`src/rtl/riscv_pkg.sv`:
```
// Shared definitions for the instruction-fetch slice: reset PC, NOP encoding,
// stall vector layout, fetch FSM states and the fetch-buffer entry format.
package riscv_pkg;

   localparam logic [31:0] RESET_PC_DEFAULT = 32'h0000_0000;
   localparam logic [31:0] NOP_INST         = 32'h0000_0013;

   localparam int STALL_W  = 6;
   localparam int STALL_IF = 0;
   localparam int STALL_ID = 1;

   typedef enum logic [1:0] {
      IDLE  = 2'd0,
      REQ   = 2'd1,
      FLUSH = 2'd2
   } fetch_state_t;

   typedef struct packed {
      logic [31:0] pc;
      logic [31:0] inst;
   } fetch_entry_t;

endpackage

```
`src/rtl/fetch_fifo.sv`:
```
// Small synchronous FIFO holding fetched {pc, inst} pairs between IF and ID.
// Flush empties it in one cycle; DEPTH must be a power of two.
module fetch_fifo
   import riscv_pkg::*;
#(
   parameter int DEPTH = 2
) (
   input  logic                   clk,
   input  logic                   rst,
   input  logic                   flush,
   input  logic                   push,
   input  fetch_entry_t           push_data,
   input  logic                   pop,
   output fetch_entry_t           head,
   output logic [$clog2(DEPTH):0] count
);

   localparam int AW = $clog2(DEPTH);

   fetch_entry_t   mem [DEPTH];
   logic [AW-1:0]  wr_ptr;
   logic [AW-1:0]  rd_ptr;

   // NOTE: sequential state is written with non-blocking assignments only.
   always_ff @(posedge clk) begin
      if (!rst || flush) begin
         wr_ptr <= '0;
         rd_ptr <= '0;
         count  <= '0;
      end else begin
         if (push) wr_ptr <= wr_ptr + 1'b1;
         if (pop)  rd_ptr <= rd_ptr + 1'b1;
         unique case ({push, pop})
            2'b10:   count <= count + 1'b1;
            2'b01:   count <= count - 1'b1;
            default: count <= count;
         endcase
      end
   end

   // NOTE: storage is left unreset; only pointers and count are, and the
   // consumer masks the head with a non-zero count.
   always_ff @(posedge clk) begin
      if (push) mem[wr_ptr] <= push_data;
   end

   assign head = mem[rd_ptr];

endmodule

```
`src/rtl/if_pc_fetch.sv`:
```
// Instruction fetch stage: PC sequencing, single-outstanding memory requests,
// branch redirect with in-flight discard, and a small buffer feeding ID.
module if_pc_fetch
   import riscv_pkg::*;
#(
   parameter logic [31:0] RESET_PC  = RESET_PC_DEFAULT,
   parameter int          BUF_DEPTH = 2
) (
   input  logic               clk,
   input  logic               rst,
   input  logic [STALL_W-1:0] stall,
   input  logic               br_i,
   input  logic [31:0]        br_addr_i,
   output logic               imem_req_o,
   output logic [31:0]        imem_addr_o,
   input  logic               imem_ack_i,
   input  logic [31:0]        imem_data_i,
   output logic [31:0]        pc_o,
   output logic [31:0]        inst_o,
   output logic               inst_valid_o
);

   localparam int CW = $clog2(BUF_DEPTH) + 1;

   fetch_state_t  state_q, state_d;
   logic [31:0]   pc_q, pc_d;
   logic [31:0]   addr_q, addr_d;
   logic [31:0]   target, pc_next;
   logic [CW-1:0] count, count_after;
   logic          push, pop, flush, can_issue;
   fetch_entry_t  head, push_entry;
   logic          unused_bits;

   assign unused_bits = ^{stall[STALL_W-1:2], br_addr_i[1:0]};
   assign push_entry  = '{pc: pc_q, inst: imem_data_i};

   always_ff @(posedge clk) begin
      if (!rst) begin
         state_q <= IDLE;
         pc_q    <= RESET_PC;
         addr_q  <= RESET_PC;
      end else begin
         state_q <= state_d;
         pc_q    <= pc_d;
         addr_q  <= addr_d;
      end
   end

   // NOTE: every signal driven here gets a default first so no latch is inferred.
   always_comb begin
      state_d     = state_q;
      pc_d        = pc_q;
      addr_d      = addr_q;
      push        = 1'b0;
      flush       = br_i;
      pop         = inst_valid_o && !stall[STALL_ID] && !br_i;
      target      = {br_addr_i[31:2], 2'b00};
      pc_next     = pc_q + 32'd4;
      count_after = count + CW'(1) - CW'(pop);
      can_issue   = !stall[STALL_IF] && (count_after < CW'(BUF_DEPTH));

      unique case (state_q)
         IDLE: begin
            if (br_i) begin
               pc_d = target;
            end else if (!stall[STALL_IF] && (count < CW'(BUF_DEPTH))) begin
               state_d = REQ;
               addr_d  = pc_q;
            end
         end
         REQ: begin
            if (imem_ack_i && br_i) begin
               pc_d    = target;
               addr_d  = target;
               state_d = REQ;
            end else if (imem_ack_i) begin
               push = 1'b1;
               pc_d = pc_next;
               // Slot for the follow-on request is reserved against the post-push count.
               if (can_issue) begin
                  state_d = REQ;
                  addr_d  = pc_next;
               end else begin
                  state_d = IDLE;
               end
            end else if (br_i) begin
               pc_d    = target;
               state_d = FLUSH;
            end
         end
         FLUSH: begin
            if (br_i) pc_d = target;
            if (imem_ack_i) begin
               state_d = REQ;
               addr_d  = br_i ? target : pc_q;
            end
         end
         default: state_d = IDLE;
      endcase
   end

   fetch_fifo #(
      .DEPTH(BUF_DEPTH)
   ) u_fifo (
      .clk       (clk),
      .rst       (rst),
      .flush     (flush),
      .push      (push),
      .push_data (push_entry),
      .pop       (pop),
      .head      (head),
      .count     (count)
   );

   // Address is held in REQ/FLUSH; in IDLE it previews the next fetch PC.
   assign imem_req_o   = (state_q != IDLE);
   assign imem_addr_o  = (state_q == IDLE) ? pc_q : addr_q;
   assign inst_valid_o = (count != '0);
   assign pc_o         = inst_valid_o ? head.pc : 32'h0;
   assign inst_o       = inst_valid_o ? head.inst : NOP_INST;

endmodule

```
`config.mk`:
```
export PLATFORM = sky130hd
export DESIGN_NAME = if_pc_fetch
export DESIGN_NICKNAME = d
export VERILOG_FILES = /design/src/rtl/riscv_pkg.sv /design/src/rtl/fetch_fifo.sv /design/src/rtl/if_pc_fetch.sv
export SDC_FILE = /design/constraint.sdc
export NUM_CORES = 1
export LEC_CHECK = 0
export ABC_AREA = 1
export CAP_MARGIN = 20
export CORE_ASPECT_RATIO = 1.2
export CORE_UTILIZATION = 46
export CTS_CLUSTER_DIAMETER = 100
export DETAILED_ROUTE_END_ITERATION = 10
export HOLD_SLACK_MARGIN = 0.03
export PLACE_DENSITY_LB_ADDON = 0.08
export SYNTH_ARGS = -nofsm -noshare
export SYNTH_HDL_FRONTEND = slang
export SYNTH_SLANG_ARGS = --single-unit
```
`constraint.sdc`:
```
create_clock -name clk -period 4.3 [get_ports clk]
set_input_delay 0.645 -clock clk [delete_from_list [all_inputs] [get_ports clk]]
set_output_delay 0.645 -clock clk [all_outputs]
set_load 0.01 [all_outputs]
```
==> GITHUB_STEP_SUMMARY <==
### Metrics collected by this job

| Metric | Value |
|---|---|
| Vias in the first global route | 8806 |
| Max-area cell class | sequential cells |
| Status | finished, final reports clean |
| PnR worst setup slack | 0.937 ns |
| Slew margin rel. | 36.5% |
| CP max stage delay | 0.56 ns |
| Seq area share | 40.6% |
| And-or/or-and share of the synthesized area | 15.6% |
| Critical path, cell by cell | inv_1, ha_1, inv_1, buf_4, o21ai_0, nor2_1, clkdlybuf4s50_1 |
| Simple share | 25.3% |
| Worst Setup End Kind | output port |
| CTS root buf | clkbuf_16 |
| Logic area | 0.00453 mm^2 |
| Clock sink count | 199 |
| Distinct lib cells | 32 |
| Nets | 1589 |
| PD cells | 379 mW/mm^2 |
| Area occupied by registers | 0.00527 mm^2 |
| Mean Syn Cell Area | 7.58 um^2 |
| Non-CTS buffers | 194 |
| Top cell by count, worst path | inv_1 |
| Most frequent logic cell in the layout | nand2_1 |
| Post-Synthesis Cell Area | 0.0105 mm^2 |
| Io pins | 172 |
[state kept, by name (all words and copies together) (netlist names), named ones only]
name and cells:
u_fifo.mem 128, u_fifo.wr_ptr 1, pc_q 32, state_q 2
addr_q 32, u_fifo.rd_ptr 1, u_fifo.count 2
[per-layer routing]
layer  up-vias  global-route usage (%)  wire length [um]
met2       377                    40.4             13500
met1      4298                    35.4             13300
met4         0                    9.89               722
met5         -                       0                 0
met3        54                    4.18              2100
li1       4775                       -                 -
[power by group through the flow]
stage          combinational (mW)  clock (mW)  sequential, mW
2_1_floorplan               0.656           0            2.25
3_3_place_gp                 1.03           0            2.28
3_5_place_dp                 1.04           0            2.29
4_1_cts                      1.04        1.65            2.24
5_1_grt                      1.17        1.72            2.26
6_report                     1.05        1.62            2.24
[worst register-to-register path, cell delays in order (launching register included)]
cell and delay [ns]:
dfxtp_1 0.39, inv_1 0.09, ha_2 0.38, nor2_2 0.53, nand2_1 0.39, buf_4 0.36, a21oi_1 0.21, a21oi_1 0.09
[through the flow]
stage	cells	power (mW)	setup TNS [ns]	hold WS, ns	area (um^2)
final	1800	4.91	0	0.467	13000
after detailed placement	1768	3.32	0	0.459	12400
after CTS	1800	4.94	0	0.471	13000
after floorplan	1379	2.91	-32.83	0.420	10500
after global routing	1800	5.15	0	0.495	13000
after global placement	1768	3.31	0	0.449	12400
[path summary, 6_finish.rpt]
kind | slack (ns) | start | to | cells past startpoint
setup / recovery | 0.94 | u_fifo.count[0] | pc_o[26] | 7
hold / removal | 0.47 | u_fifo.rd_ptr | register | 2
setup reg to reg | 1.75 | state_q[0] | pc_q[14] | 7
hold reg to reg | 0.47 | u_fifo.rd_ptr | register | 2
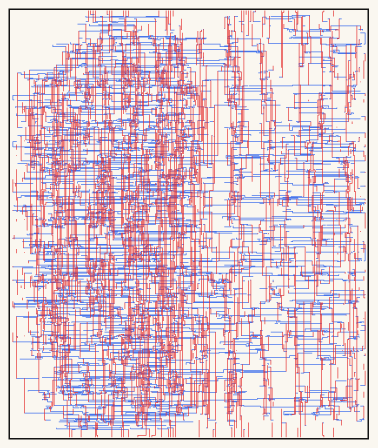
Fig. 1. Signal wires by layer.
Only two layers are drawn.
[red] metal 2 | wire length: 13500 um
[blue] metal 1 | wire length: 13300 um
drt wl/cell: 16.5 um
Routed WL: 29.6 mm

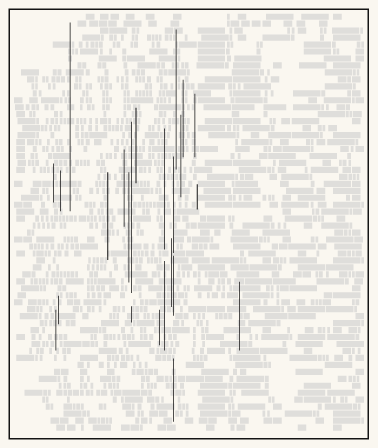
Fig. 2. Signal wires on met4.
Cells faint in the background.
share of all routed wire: 2.4%
main direction: vertical
nets with wire on the layer: 18
routed via count: 9504

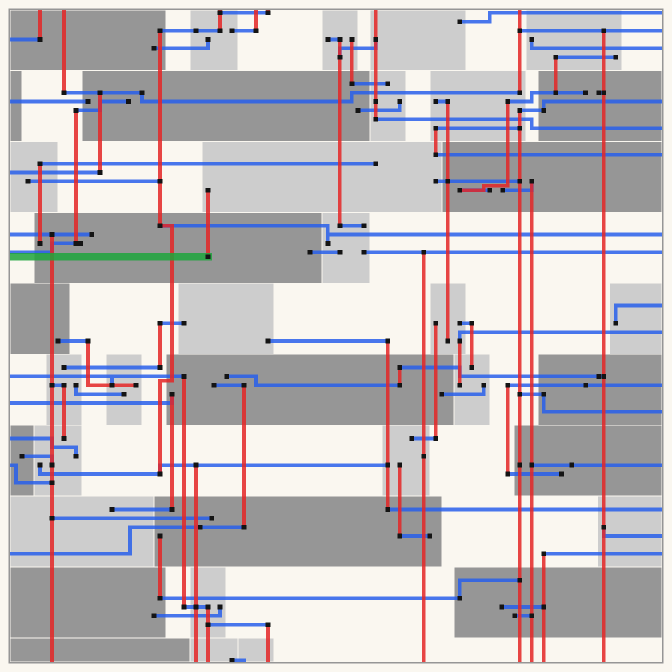
Fig. 3. Zoomed window.
Window x 92 to 117, y 29 to 54 um. Cells in gray, sequential cells in the stronger gray; small squares are vias.
[green] metal 3
[red] metal 2
[blue] metal 1
most frequent: edfxtp_1 (9), nor2_1 (7), clkdlybuf4s50_1 (6)
cells with their middle in the window: 29
netlist names of flops here include: u_fifo.mem (9)
sequential cells in the window: 9

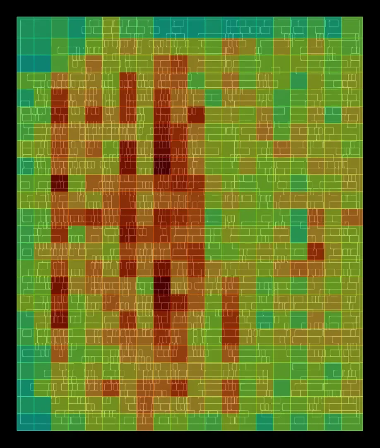
Fig. 4. Routing congestion map.
met3 Use GR: 4.18%
GR Util All Layers: 25.6%

No activity file was given, so power comes from the tool's default toggle rates.
